Figure 1. Placed cells, one color a class.
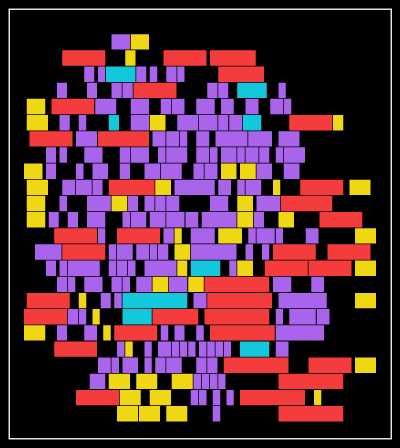
Figure 2. I/O nets highlighted.
Scale bar: 20 um.
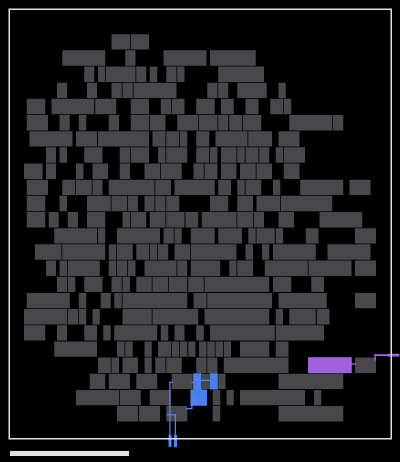
Figure 3. Congestion heat map.
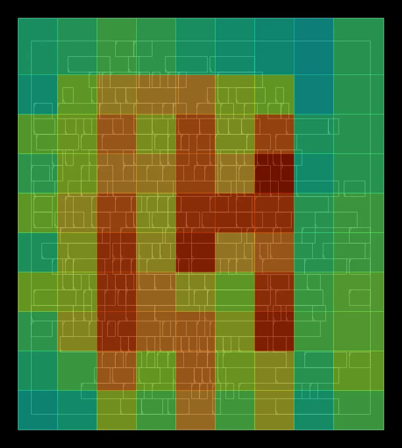
### config.mk
export PLATFORM = sky130hd
export DESIGN_NAME = block_sel_seq
export DESIGN_NICKNAME = d
export VERILOG_FILES = /design/src/rtl/block_sel_seq.sv
export SDC_FILE = /design/constraint.sdc
export NUM_CORES = 1
export LEC_CHECK = 0
export CAP_MARGIN = 20
export CORE_AREA = 2 2 62 70
export DETAILED_ROUTE_END_ITERATION = 16
export DIE_AREA = 0 0 64 72
export GPL_TIMING_DRIVEN = 0
export PLACE_DENSITY = 0.74
export SYNTH_ARGS = -nofsm -noshare
export SYNTH_HDL_FRONTEND = slang
export SYNTH_SLANG_ARGS = --single-unit
### constraint.sdc
create_clock -name clk -period 2.42 [get_ports clk]
set_input_delay 0.484 -clock clk [delete_from_list [all_inputs] [get_ports clk]]
set_output_delay 0.484 -clock clk [all_outputs]
set_load 0.05 [all_outputs]
### src/rtl/block_sel_seq.sv
// block_sel_seq: steps the s0/s1 select pair of the two-lane gating block
// through a small programmed table. Each entry is held for a latched dwell
// count. Runs are one-shot or looping, with a start/stop/busy/done handshake.
// Optional feature macro: BLOCK_SEL_SEQ_GUARD_EN. When it is defined, one
// all-zero guard cycle is inserted between consecutive entries whose codes differ.
// All outputs are registered from the FSM state, so they appear one cycle
// after the state that produces them.
module block_sel_seq #(
    parameter int DEPTH = 4,
    parameter int DW    = 8,
    localparam int AW   = $clog2(DEPTH)
) (
    input  logic          clk,
    input  logic          rst_n,
    input  logic          prog_we,
    input  logic [AW-1:0] prog_addr,
    input  logic [1:0]    prog_code,
    input  logic [DW-1:0] dwell,
    input  logic          loop_en,
    input  logic          start,
    input  logic          stop,
    output logic          s0,
    output logic          s1,
    output logic          busy,
    output logic          done,
    output logic [AW-1:0] step_idx
);

`ifdef BLOCK_SEL_SEQ_GUARD_EN
    typedef enum logic [1:0] {
        ST_IDLE  = 2'd0,
        ST_RUN   = 2'd1,
        ST_DONE  = 2'd2,
        ST_GUARD = 2'd3
    } state_t;
`else
    typedef enum logic [1:0] {
        ST_IDLE = 2'd0,
        ST_RUN  = 2'd1,
        ST_DONE = 2'd2
    } state_t;
`endif

    state_t        state_reg, state_next;
    logic [AW-1:0] idx_reg, idx_next;
    logic [DW-1:0] cnt_reg, cnt_next;
    logic [DW-1:0] dwell_lat_reg, dwell_lat_next;
    logic          loop_lat_reg, loop_lat_next;

    logic [1:0]    code_reg, code_next;
    logic          busy_reg, busy_next;
    logic          done_reg, done_next;
    logic [AW-1:0] step_reg, step_next;

    logic [1:0]    table_reg [DEPTH];

    logic [DW-1:0] dwell_eff;
    logic [AW-1:0] idx_inc;
    logic          last_entry;

    // A zero dwell means one cycle. The index wraps naturally because DEPTH is a power of two.
    assign dwell_eff  = (dwell == '0) ? DW'(1) : dwell;
    assign idx_inc    = idx_reg + 1'b1;
    assign last_entry = (idx_reg == AW'(DEPTH - 1));

    // Table entries: cleared on reset and writable only while the sequencer is idle.
    generate
        for (genvar gi = 0; gi < DEPTH; gi++) begin : g_table
            always_ff @(posedge clk) begin
                if (!rst_n)
                    table_reg[gi] <= 2'b00;
                else if (prog_we && state_reg == ST_IDLE && prog_addr == AW'(gi))
                    table_reg[gi] <= prog_code;
            end
        end
    endgenerate

    // FSM, step index, dwell counter and run configuration latches.
    always_ff @(posedge clk) begin
        if (!rst_n) begin
            state_reg     <= ST_IDLE;
            idx_reg       <= '0;
            cnt_reg       <= '0;
            dwell_lat_reg <= '0;
            loop_lat_reg  <= 1'b0;
        end else begin
            state_reg     <= state_next;
            idx_reg       <= idx_next;
            cnt_reg       <= cnt_next;
            dwell_lat_reg <= dwell_lat_next;
            loop_lat_reg  <= loop_lat_next;
        end
    end

    // Next-state logic. A start is refused during the visible done pulse.
    always_comb begin
        state_next     = state_reg;
        idx_next       = idx_reg;
        cnt_next       = cnt_reg;
        dwell_lat_next = dwell_lat_reg;
        loop_lat_next  = loop_lat_reg;
        case (state_reg)
            ST_IDLE: begin
                if (start && !stop && !done_reg) begin
                    state_next     = ST_RUN;
                    idx_next       = '0;
                    dwell_lat_next = dwell_eff;
                    loop_lat_next  = loop_en;
                    cnt_next       = dwell_eff - DW'(1);
                end
            end
            ST_RUN: begin
                if (stop) begin
                    state_next = ST_IDLE;
                    idx_next   = '0;
                    cnt_next   = '0;
                end else if (cnt_reg == '0) begin
                    if (last_entry && !loop_lat_reg) begin
                        state_next = ST_DONE;
                        idx_next   = '0;
                    end else begin
                        idx_next = idx_inc;
                        cnt_next = dwell_lat_reg - DW'(1);
`ifdef BLOCK_SEL_SEQ_GUARD_EN
                        // Break-before-make: only when the code actually changes.
                        if (table_reg[idx_inc] != table_reg[idx_reg])
                            state_next = ST_GUARD;
`endif
                    end
                end else begin
                    cnt_next = cnt_reg - DW'(1);
                end
            end
`ifdef BLOCK_SEL_SEQ_GUARD_EN
            ST_GUARD: begin
                if (stop) begin
                    state_next = ST_IDLE;
                    idx_next   = '0;
                    cnt_next   = '0;
                end else begin
                    state_next = ST_RUN;
                end
            end
`endif
            ST_DONE: begin
                state_next = ST_IDLE;
            end
            default: begin
                state_next = ST_IDLE;
            end
        endcase
    end

    // Output decode. A stop zeroes the outputs on the same edge that leaves the run.
    always_comb begin
        code_next = 2'b00;
        busy_next = 1'b0;
        done_next = 1'b0;
        step_next = '0;
        case (state_reg)
            ST_RUN: begin
                if (!stop) begin
                    code_next = table_reg[idx_reg];
                    busy_next = 1'b1;
                    step_next = idx_reg;
                end
            end
`ifdef BLOCK_SEL_SEQ_GUARD_EN
            ST_GUARD: begin
                if (!stop) begin
                    busy_next = 1'b1;
                    step_next = idx_reg;
                end
            end
`endif
            ST_DONE: begin
                done_next = 1'b1;
            end
            default: begin
                code_next = 2'b00;
            end
        endcase
    end

    // Registered outputs to the gating block and to the control logic.
    always_ff @(posedge clk) begin
        if (!rst_n) begin
            code_reg <= 2'b00;
            busy_reg <= 1'b0;
            done_reg <= 1'b0;
            step_reg <= '0;
        end else begin
            code_reg <= code_next;
            busy_reg <= busy_next;
            done_reg <= done_next;
            step_reg <= step_next;
        end
    end

    assign s0       = code_reg[1];
    assign s1       = code_reg[0];
    assign busy     = busy_reg;
    assign done     = done_reg;
    assign step_idx = step_reg;

endmodule
==> Slide: Implementation Results <==
Physical Implementation Snapshot

Global route
  – Largest net degree at the start of global routing: 13

Run status
  – Failing checks: setup timing
  – Status: finished, violations left

Timing
  – Worst-case clock skew: 0.00828 ns
  – PnR worst setup slack: -0.0146 ns
  – Final Setup Violations: 1

Yosys
  – Area leader share: 29.5%
  – Mapped Nets: 231
  – Top area cells in the synthesized netlist: dfxtp_1, edfxtp_1, nor2_1
  – Post-synth ARST share: 0%
  – Synth Instances: 210

Die
  – Die W: 64 um
  – # IOs: 24

Worst setup path
  – Setup crit end kind: register

Job
  – OpenROAD warnings: 27

Power
  – Total power: 1.50 mW
  – Comb pwr share: 21.4%
  – Clock power frac: 35.3%
  – Power Density: 632 nW/um2
  – Sw Pwr: 416 uW

Clock network
  – Hold_buf cts: 0
  – CTS tree: built
  – Clock sink count: 35

Placed design
  – Buffers on Ports: 22

Route
  – DR pass1 iterations: 4
About Figure 1:
[red] sequential cells | cells: 35
[purple] remaining logic cells | cells: 165
[cyan] clock drivers and dummy loads | cells: 8
[yellow] remaining buffers and delay cells | cells: 44

About Figure 2:
[purple] `s0` | direction: output | end cells: 1 | buffers: 1 | wire: 4.60 um
[blue] `prog_code` | direction: input | end cells: 4 | buffers: 2 | wire: 23.3 um

About Figure 3:
GRT met2 Usage: 37.2%
met1 track demand over resource: 29.6%
GRT Max-Usage Layer: met2

worst paths after layout:
path                                endpoint         start  cells after the start
worst max-delay path              cnt_reg[6]      dwell[0]                      8
worst min-delay path            loop_lat_reg  loop_lat_reg                      2
worst max register to register    cnt_reg[6]    cnt_reg[3]                     10
worst min register to register  loop_lat_reg  loop_lat_reg                      2
Yosys cell counts, drive strengths merged, types with 4 or more instances:
library cell,number
dfxtp,27
clkbuf,9
and3,4
nor2,28
a21oi,17
a32oi,4
nand2,23
a211oi,5
nor3,6
a31oi,6
or3,5
nand3,11
edfxtp,8
o21ai,8
metrics by stage:
stage               worst slack (ns)  hold slack [ns]  setup TNS (ns)  area, um2  utilization (%)
floorplan                     0.0156            0.434               0       1840                -
global placement              -0.776            0.458           -2.68       2120             54.8
detailed placement            -0.790            0.468           -2.42       2120             54.8
CTS                           0.0163            0.479               0       2340             60.5
global route                  -0.108            0.510          -0.108       2370             61.3
finish                       -0.0146            0.477         -0.0146       2370             61.3
worst register-to-register path: stages, from the launching register on:
cell      delay, ns
dfxtp_4        0.35
or4_4          0.56
nor3_4         0.15
buf_6          0.14
a21oi_1        0.07
ha_2           0.19
nor3b_4        0.16
nand2_1        0.08
a211oi_1       0.05
o211a_1        0.21
or3_1          0.30
kinds of logic (layout without fill, tap and decap cells):
group | after synthesis | in the layout | share of synthesized area (%)
simple gates | 95 | 95 | 25.7
buf+inv | 13 | 55 | 3.14
xor+xnor | 6 | 6 | 2.87
mux | 3 | 3 | 3.01
fa+ha+maj | 3 | 3 | 2.05
compound gates | 55 | 55 | 20.6
flops | 35 | 35 | 42.6
routing by layer:
layer	GRT usage (%)	share of wire, %	vias up
met2	37.2	49	66
met3	5.12	5.5	7
met4	9.66	1.7	0
li1	-	-	860
met1	29.6	44	821
met5	0	0	-
cell type report:
cell class,count,share of cell area (%)
clock inverters,3,1.84
plain buffers,10,2.00
repair buffers,34,12.6
well taps,52,2.74
clock buffers,5,2.90
multi-input cells,162,44.0
flip-flops and latches,35,33.4
inverters,3,0.474
power by group through the flow:
stage               logic [mW]  registers [mW]  clock network, mW
floorplan                0.181           0.656                  0
global placement         0.254           0.662                  0
detailed placement       0.257           0.662                  0
CTS                      0.297           0.650              0.539
global route             0.353           0.652              0.568
finish                   0.322           0.650              0.529
what timing repair did:
item                                    CTS  global route
pin swaps                                 9             4
setup buffers                             8             4
gates resized                            23             7
hold endpoints to repair                  0             0
endpoints found under the setup margin    5             7
Power is estimated from default activity; no workload was simulated.
